==> config.mk <==
export PLATFORM = sky130hd
export DESIGN_NAME = multicycle_ctrl
export DESIGN_NICKNAME = d
export VERILOG_FILES = /design/src/rtl/multicycle_ctrl_pkg.sv /design/src/rtl/multicycle_ctrl_mem_timeout.sv /design/src/rtl/multicycle_ctrl.sv
export SDC_FILE = /design/constraint.sdc
export NUM_CORES = 1
export LEC_CHECK = 0
export ABC_AREA = 1
export ABC_CLOCK_PERIOD_IN_PS = 2520
export CAP_MARGIN = 0
export CORE_UTILIZATION = 38
export DETAILED_ROUTE_END_ITERATION = 10
export GPL_TIMING_DRIVEN = 0
export SYNTH_ARGS = -nofsm -noshare
export SYNTH_HDL_FRONTEND = slang
export SYNTH_HIERARCHICAL = 1
export SYNTH_SLANG_ARGS = --single-unit
==> constraint.sdc <==
create_clock -name clk -period 2.52 [get_ports clk]
set_input_delay 0.504 -clock clk [delete_from_list [all_inputs] [get_ports clk]]
set_output_delay 0.504 -clock clk [all_outputs]
set_load 0.01 [all_outputs]
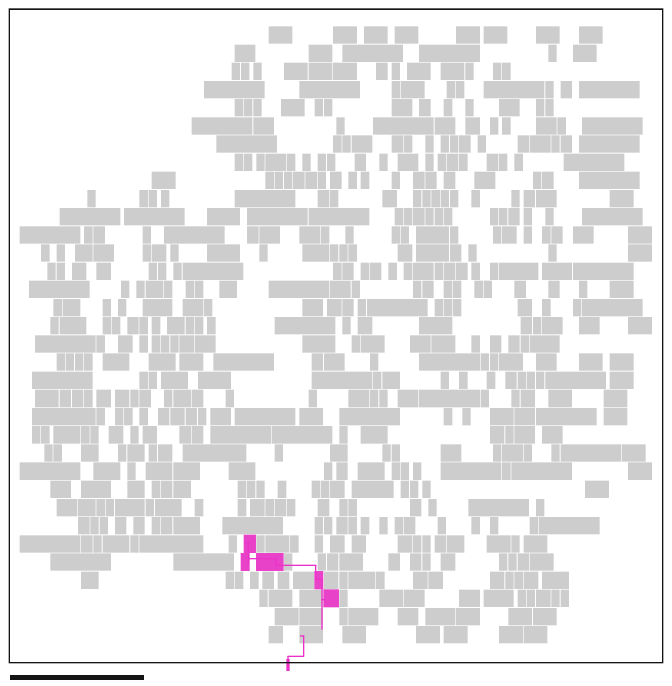
*Nets reached from selected ports*
Bar = 20 um.
magenta -> `mem_ack`  # direction input, end cells 5, buffers 1, wire 32.1 um
I/O Buffers: 54
IO Count: 55

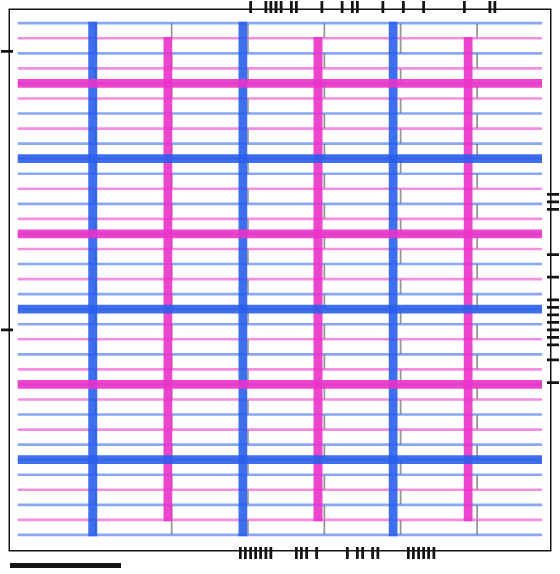
*Power grid*
Bar = 20 um. Pins as bars on the die edge. Tap cells in gray.
blue -> VSS
magenta -> VDD
met4 straps = 6
rows = 34
met5 straps = 6
CORE AREA: 8763 um^2
die y size: 97.59 um
die x size: 97.59 um
IR drop worst, VDD: 614.7 uV

==> results.ini <==
[route]
drt_iter0_markers = 129
final_antenna_net_count = 0
drcViolationCount = 0
wl_met2_um = 4214
routed-wl-met3_um = 241
dr.max_layer_used = met4
firstDrtPassIters = 4
wl_met1_um = 3891
wire_per_inst_um = 12.58

[setup_path]
crit_path_cell_trace = clkdlybuf4s50_1 > inv_1 > nor2_1 > nand3_2 > nor2_2 > clkdlybuf4s50_1
arrival_ps = 1960
path_class = in2out
cp.depth = 6
crit_required_ps = 2020
critPathMaxStageDelay_ps = 540
critPathTopFamily = buffers and inverters
reg2reg_depth = 20
start_kind = input port
worst-path-max-fanout = 3
cp_slowest_cell = clkdlybuf4s50_1

[layout]
antenna_cells = 0
ff_count = 53
flop_area_um2 = 1330
buffers = 72
instances_no_fill = 676
largestClassByArea = logic gates
buffer_area_frac = 0.1533
comb_share = 0.4458
final_util = 0.5121
clockBufferCount = 7
fillerInstances = 868
largest_register_ffs = 32
mostFrequentLayoutCells = nand2_1 (141), nor2_1 (63), inv_1 (58)

[global_routing]
grt_util_met1 = 0.2421
grtUsageTotal = 0.1878
use_met2 = 0.3287
gr-total-overflow = 0
grt_pass1_wl_um = 14630
antenna_found_initial = 0

[die]
initCoreUtil = 0.3962
chipArea_um2 = 9523

[final_timing]
period_needed_ps = 2465
slew_headroom = 0.4817
layout_setup_ws_ps = 55.20
clock_skew_ps = 9.457
fin_tns_setup_ps = 0
setup_viol = 0
rsz0062_at_grt = yes
max_freq_mhz = 405.7
hold_viol = 0

[yosys]
yosysCellCount = 494
ys_sh_simple = 0.4043
synth_cell_types = 32
synth_warnings = 6
synth_dominant_cell_count = nand2_1
synthFlopType = dfrtp_1
yosysChipArea_um2 = 3472
top_logic_kind = simple AND/OR/NAND/NOR gates
syn_inst = 494
edf_count = 0
xor_area_frac = 0.07820
yosysSeqAreaShare = 0.3820
yosys.area_share.adder = 0.01081
synth-seq-cells = 53
syn_area_um2 = 3472
area_leaders = dfrtp_1 (38%), nand2_1 (16%), nor2_1 (8.0%), inv_1 (6.6%), xor2_1 (6.1%)

[power]
p_comb_frac = 0.539
power_sequential_uw = 1130
p_clk_uw = 522
switchingPower_uw = 1574
powerDensity_nw_per_um2 = 799.8
power.leakage_uw = 0.002088
powerComb_uw = 1930
sw_frac_of_total = 0.4386

[place]
dp.cells = 656
place_area_um2 = 4148

[clock_network]
tritoncts = yes
htree_levels = 2
cts_sinks = 53
clkLatencyLatePin_ps = 300
cts_setup_buffers = 3
root_buffer = clkbuf_8
ctsResizeCount = 11

[hold_path]
hp-class = reg2reg

[run]
max_cap_violations = 0

[status]
status = finished clean

Power is estimated from default activity; no workload was simulated.
